M2 wires:
(4 px per um)
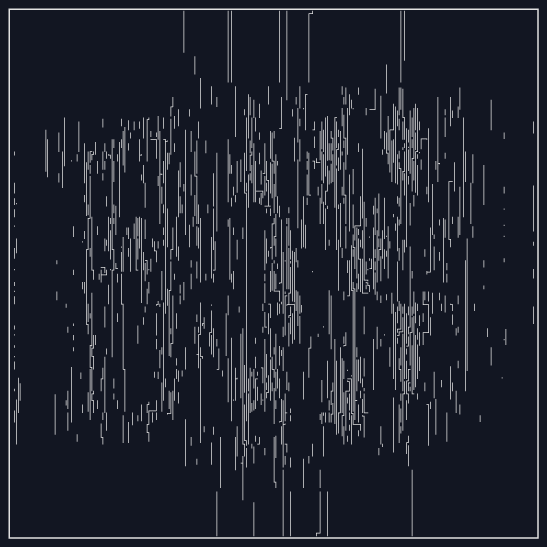
Metal layers overlaid:
(2 px per um) Only two layers are drawn.
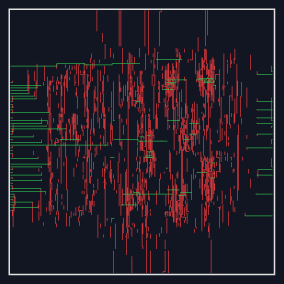
I/O pins on the die edge:
(4 px per um) Pins as bars across the die edge, other pins in gray.
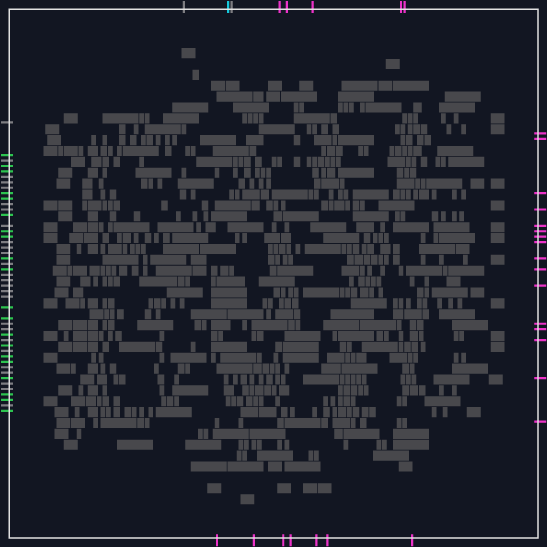
Port wiring:
(2 px per um)
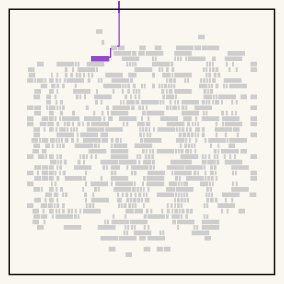
--- config.mk ---
export PLATFORM = sky130hd
export DESIGN_NAME = bcd_conv_sched
export DESIGN_NICKNAME = d
export VERILOG_FILES = /design/src/rtl/bcd_conv_sched.sv
export SDC_FILE = /design/constraint.sdc
export NUM_CORES = 1
export LEC_CHECK = 0
export ABC_AREA = 1
export CAP_MARGIN = 20
export CORE_MARGIN = 8
export CORE_UTILIZATION = 35
export CTS_CLUSTER_SIZE = 10
export DETAILED_ROUTE_END_ITERATION = 10
export HOLD_SLACK_MARGIN = 0.03
export SLEW_MARGIN = 20
export SYNTH_ARGS = -nofsm -noshare
export SYNTH_HDL_FRONTEND = slang
export SYNTH_SLANG_ARGS = --single-unit
--- constraint.sdc ---
create_clock -name Sys_CLK -period 4.7 [get_ports Sys_CLK]
set_input_delay 1.175 -clock Sys_CLK [delete_from_list [all_inputs] [get_ports Sys_CLK]]
set_output_delay 1.175 -clock Sys_CLK [all_outputs]
set_load 0.05 [all_outputs]
--- src/rtl/bcd_conv_sched.sv ---
// Two-requester binary-to-BCD converter.
// A round-robin arbiter picks one requester. A double-dabble engine then runs
// one iteration per clock and presents the packed BCD result with a
// done pulse for the requester that was served.
module bcd_conv_sched #(
    parameter int unsigned BIN_W  = 20,
    parameter int unsigned DIGITS = 7
) (
    input  logic                  Sys_CLK,
    input  logic                  Sys_RST,
    input  logic                  Req0,
    input  logic [BIN_W-1:0]      Bin0,
    input  logic                  Req1,
    input  logic [BIN_W-1:0]      Bin1,
    output logic                  Grant0,
    output logic                  Grant1,
    output logic                  Busy,
    output logic                  Done0,
    output logic                  Done1,
    output logic [4*DIGITS-1:0]   Data_BCD
);

    localparam int unsigned BCD_W = 4 * DIGITS;
    localparam int unsigned CNT_W = $clog2(BIN_W + 1);

    typedef enum logic [1:0] {
        IDLE  = 2'd0,
        SHIFT = 2'd1,
        DONE  = 2'd2
    } state_t;

    state_t             state, state_n;
    logic               sel, sel_n;
    logic               last, last_n;
    logic [BIN_W-1:0]   opnd, opnd_n;
    logic [BCD_W-1:0]   acc, acc_n;
    logic [BCD_W-1:0]   adj;
    logic [BCD_W-1:0]   shifted;
    logic [CNT_W-1:0]   cnt, cnt_n;
    logic [BCD_W-1:0]   data_n;
    logic               grant0_n, grant1_n, busy_n, done0_n, done1_n;
    logic               win;

    // Add-3 correction applied to every digit of 5 or more before the shift.
    always_comb begin
        adj = acc;
        for (int i = 0; i < int'(DIGITS); i++) begin
            if (acc[4*i +: 4] >= 4'd5) begin
                adj[4*i +: 4] = acc[4*i +: 4] + 4'd3;
            end
        end
        shifted = {adj[BCD_W-2:0], opnd[BIN_W-1]};
    end

    // Round-robin winner: the one that was not served last, on contention.
    always_comb begin
        win = 1'b0;
        if (Req0 && Req1) begin
            win = ~last;
        end else begin
            win = Req1;
        end
    end

    // Next-state and next-output logic.
    always_comb begin
        state_n  = state;
        sel_n    = sel;
        last_n   = last;
        opnd_n   = opnd;
        acc_n    = acc;
        cnt_n    = cnt;
        data_n   = Data_BCD;
        grant0_n = Grant0;
        grant1_n = Grant1;
        busy_n   = Busy;
        done0_n  = 1'b0;
        done1_n  = 1'b0;

        case (state)
            IDLE: begin
                if (Req0 || Req1) begin
                    sel_n    = win;
                    last_n   = win;
                    opnd_n   = win ? Bin1 : Bin0;
                    acc_n    = '0;
                    cnt_n    = '0;
                    grant0_n = ~win;
                    grant1_n = win;
                    busy_n   = 1'b1;
                    state_n  = SHIFT;
                end
            end
            SHIFT: begin
                acc_n  = shifted;
                opnd_n = {opnd[BIN_W-2:0], 1'b0};
                cnt_n  = cnt + CNT_W'(1);
                if (cnt == CNT_W'(BIN_W - 1)) begin
                    data_n  = shifted;
                    done0_n = ~sel;
                    done1_n = sel;
                    state_n = DONE;
                end
            end
            DONE: begin
                grant0_n = 1'b0;
                grant1_n = 1'b0;
                busy_n   = 1'b0;
                state_n  = IDLE;
            end
            default: begin
                grant0_n = 1'b0;
                grant1_n = 1'b0;
                busy_n   = 1'b0;
                state_n  = IDLE;
            end
        endcase
    end

    // State and registered outputs; reset leaves requester 0 favoured.
    always_ff @(posedge Sys_CLK or posedge Sys_RST) begin
        if (Sys_RST) begin
            state    <= IDLE;
            sel      <= 1'b0;
            last     <= 1'b1;
            opnd     <= '0;
            acc      <= '0;
            cnt      <= '0;
            Data_BCD <= '0;
            Grant0   <= 1'b0;
            Grant1   <= 1'b0;
            Busy     <= 1'b0;
            Done0    <= 1'b0;
            Done1    <= 1'b0;
        end else begin
            state    <= state_n;
            sel      <= sel_n;
            last     <= last_n;
            opnd     <= opnd_n;
            acc      <= acc_n;
            cnt      <= cnt_n;
            Data_BCD <= data_n;
            Grant0   <= grant0_n;
            Grant1   <= grant1_n;
            Busy     <= busy_n;
            Done0    <= done0_n;
            Done1    <= done1_n;
        end
    end

endmodule

==> GITHUB_STEP_SUMMARY <==
## PnR job results

| Metric | Value |
|---|---|
| Net Sw Frac | 0.461 |
| Clk pwr share | 0.172 |
| Critical Path Max Stage Delay | 0.66 ns |
| Startpoint class of the critical path | input port |
| Vias in the first global route | 4273 |
| Post-Route WL | 11100 um |
| Met1 WL | 5180 um |
| Tightest Pin Transition | 0.765 ns |
| Largest net degree at the start of global routing | ~55 |
| Die Size | 0.0174 mm2 |
| Largest cell class | sequential cells |
| Status | finished clean |
| Io pins | 77 |
| Final hold slack | 0.437 ns |
| Period utilisation layout | 0.645 |
| Htree depth | 3 |
| Tmin final | 3.03 ns |
| Post-DP HPWL | 7880 um |
| Yosys cell count | 608 |
| DR iter-0 viols | 270 |
| Pwr dens | 723 mW/mm2 |
| Clk pin slew, worst setup/hold paths | 0.06 ns |
| Congestion Overflow GR | 0 |
| Most frequent cells in the layout | 234 x nand2_1, 95 x nand3_1, 89 x dfrtp_1 |
| Unrepaired setup endpoints after global routing | false |
| Final hold vios | 0 |
| Final Cell Area | 0.00587 mm2 |
| CTS root buffer | clkbuf_16 |
| Total CTS buffers | 9 |
| CTS max path bufs | 2 |
| CTS Sinks | 90 |
Notes on 'M2 wires' above:
share of all routed wire = 45%
longest straight run = 56.9 um

Notes on 'metal layers overlaid' above:
red -> metal 2  # wire length 5000 um
green -> metal 3  # wire length 752 um
Vias: 4105
GRT Util Overall: 0.132

Notes on 'I/O pins on the die edge' above:
magenta -> Data_BCD  # pins 28, direction output, edge 16 right, 7 bottom, 5 top
cyan -> Done1  # pins 1, direction output, edge top
green -> Bin0  # pins 20, direction input, edge left
die width: 132 um
IO buf count: 76
die span in y: 132 um

Notes on 'port wiring' above:
purple -> Done1  # bits 1, direction output, edge top, end cells 1, buffers 1, wire 24.1 um

-- path summary, 6_finish.rpt --
check                           startpoint      endpoint  cells past startpoint
max in group asynchronous          Sys_RST  Data_BCD[10]                      3
min in group asynchronous          Sys_RST         Done1                      2
worst min register to register         sel         Done0                      1
worst max register to register    state[1]  Data_BCD[27]                      6
worst max-delay path                  Req1       opnd[7]                      9
worst min-delay path                   sel         Done0                      1
-- cells in the mapped netlist --
master / number / area [um2]
clkbuf_1: 9 / 33.8
buf_6: 3 / 33.8
a21boi_0: 6 / 45.0
nor2_8: 1 / 20.0
inv_1: 62 / 233
buf_2: 7 / 35.0
o21ai_0: 15 / 75.1
dfrtp_1: 89 / 2230
dfstp_2: 1 / 26.3
o21ai_1: 1 / 5.00
o22ai_1: 3 / 18.8
ha_1: 15 / 188
nor3_1: 1 / 5.00
inv_2: 5 / 18.8
nand4_1: 14 / 87.6
nand2_4: 1 / 11.3
nand3_1: 95 / 475
nand2_1: 234 / 878
buf_1: 1 / 3.75
nand3b_1: 19 / 143
nor2_1: 13 / 48.8
buf_4: 4 / 30.0
nor2_2: 1 / 6.26
a21oi_1: 7 / 35.0
nor2_4: 1 / 11.3
-- per-layer routing --
layer | up-vias | track usage
met2 | 126 | 0.210
met5 | - | 0
met3 | 12 | 0.0400
met1 | 1884 | 0.161
met4 | 0 | 0.0593
li1 | 2083 | -
-- logic make-up after synthesis --
logic type / Yosys count / synth area share
flops: 90 / 0.480
fa+ha+maj: 15 / 0.0400
simple gates: 380 / 0.359
compound gates: 32 / 0.0381
buf+inv: 91 / 0.0826
-- registers in the layout, summed over array words and instances, names as in the netlist --
signal	cells
Data_BCD	28
acc	28
opnd	20
cnt	5
state	2
Busy	1
Done0	1
Done1	1
Grant0	1
Grant1	1
last	1
sel	1
No activity file was given, so power comes from the tool's default toggle rates.
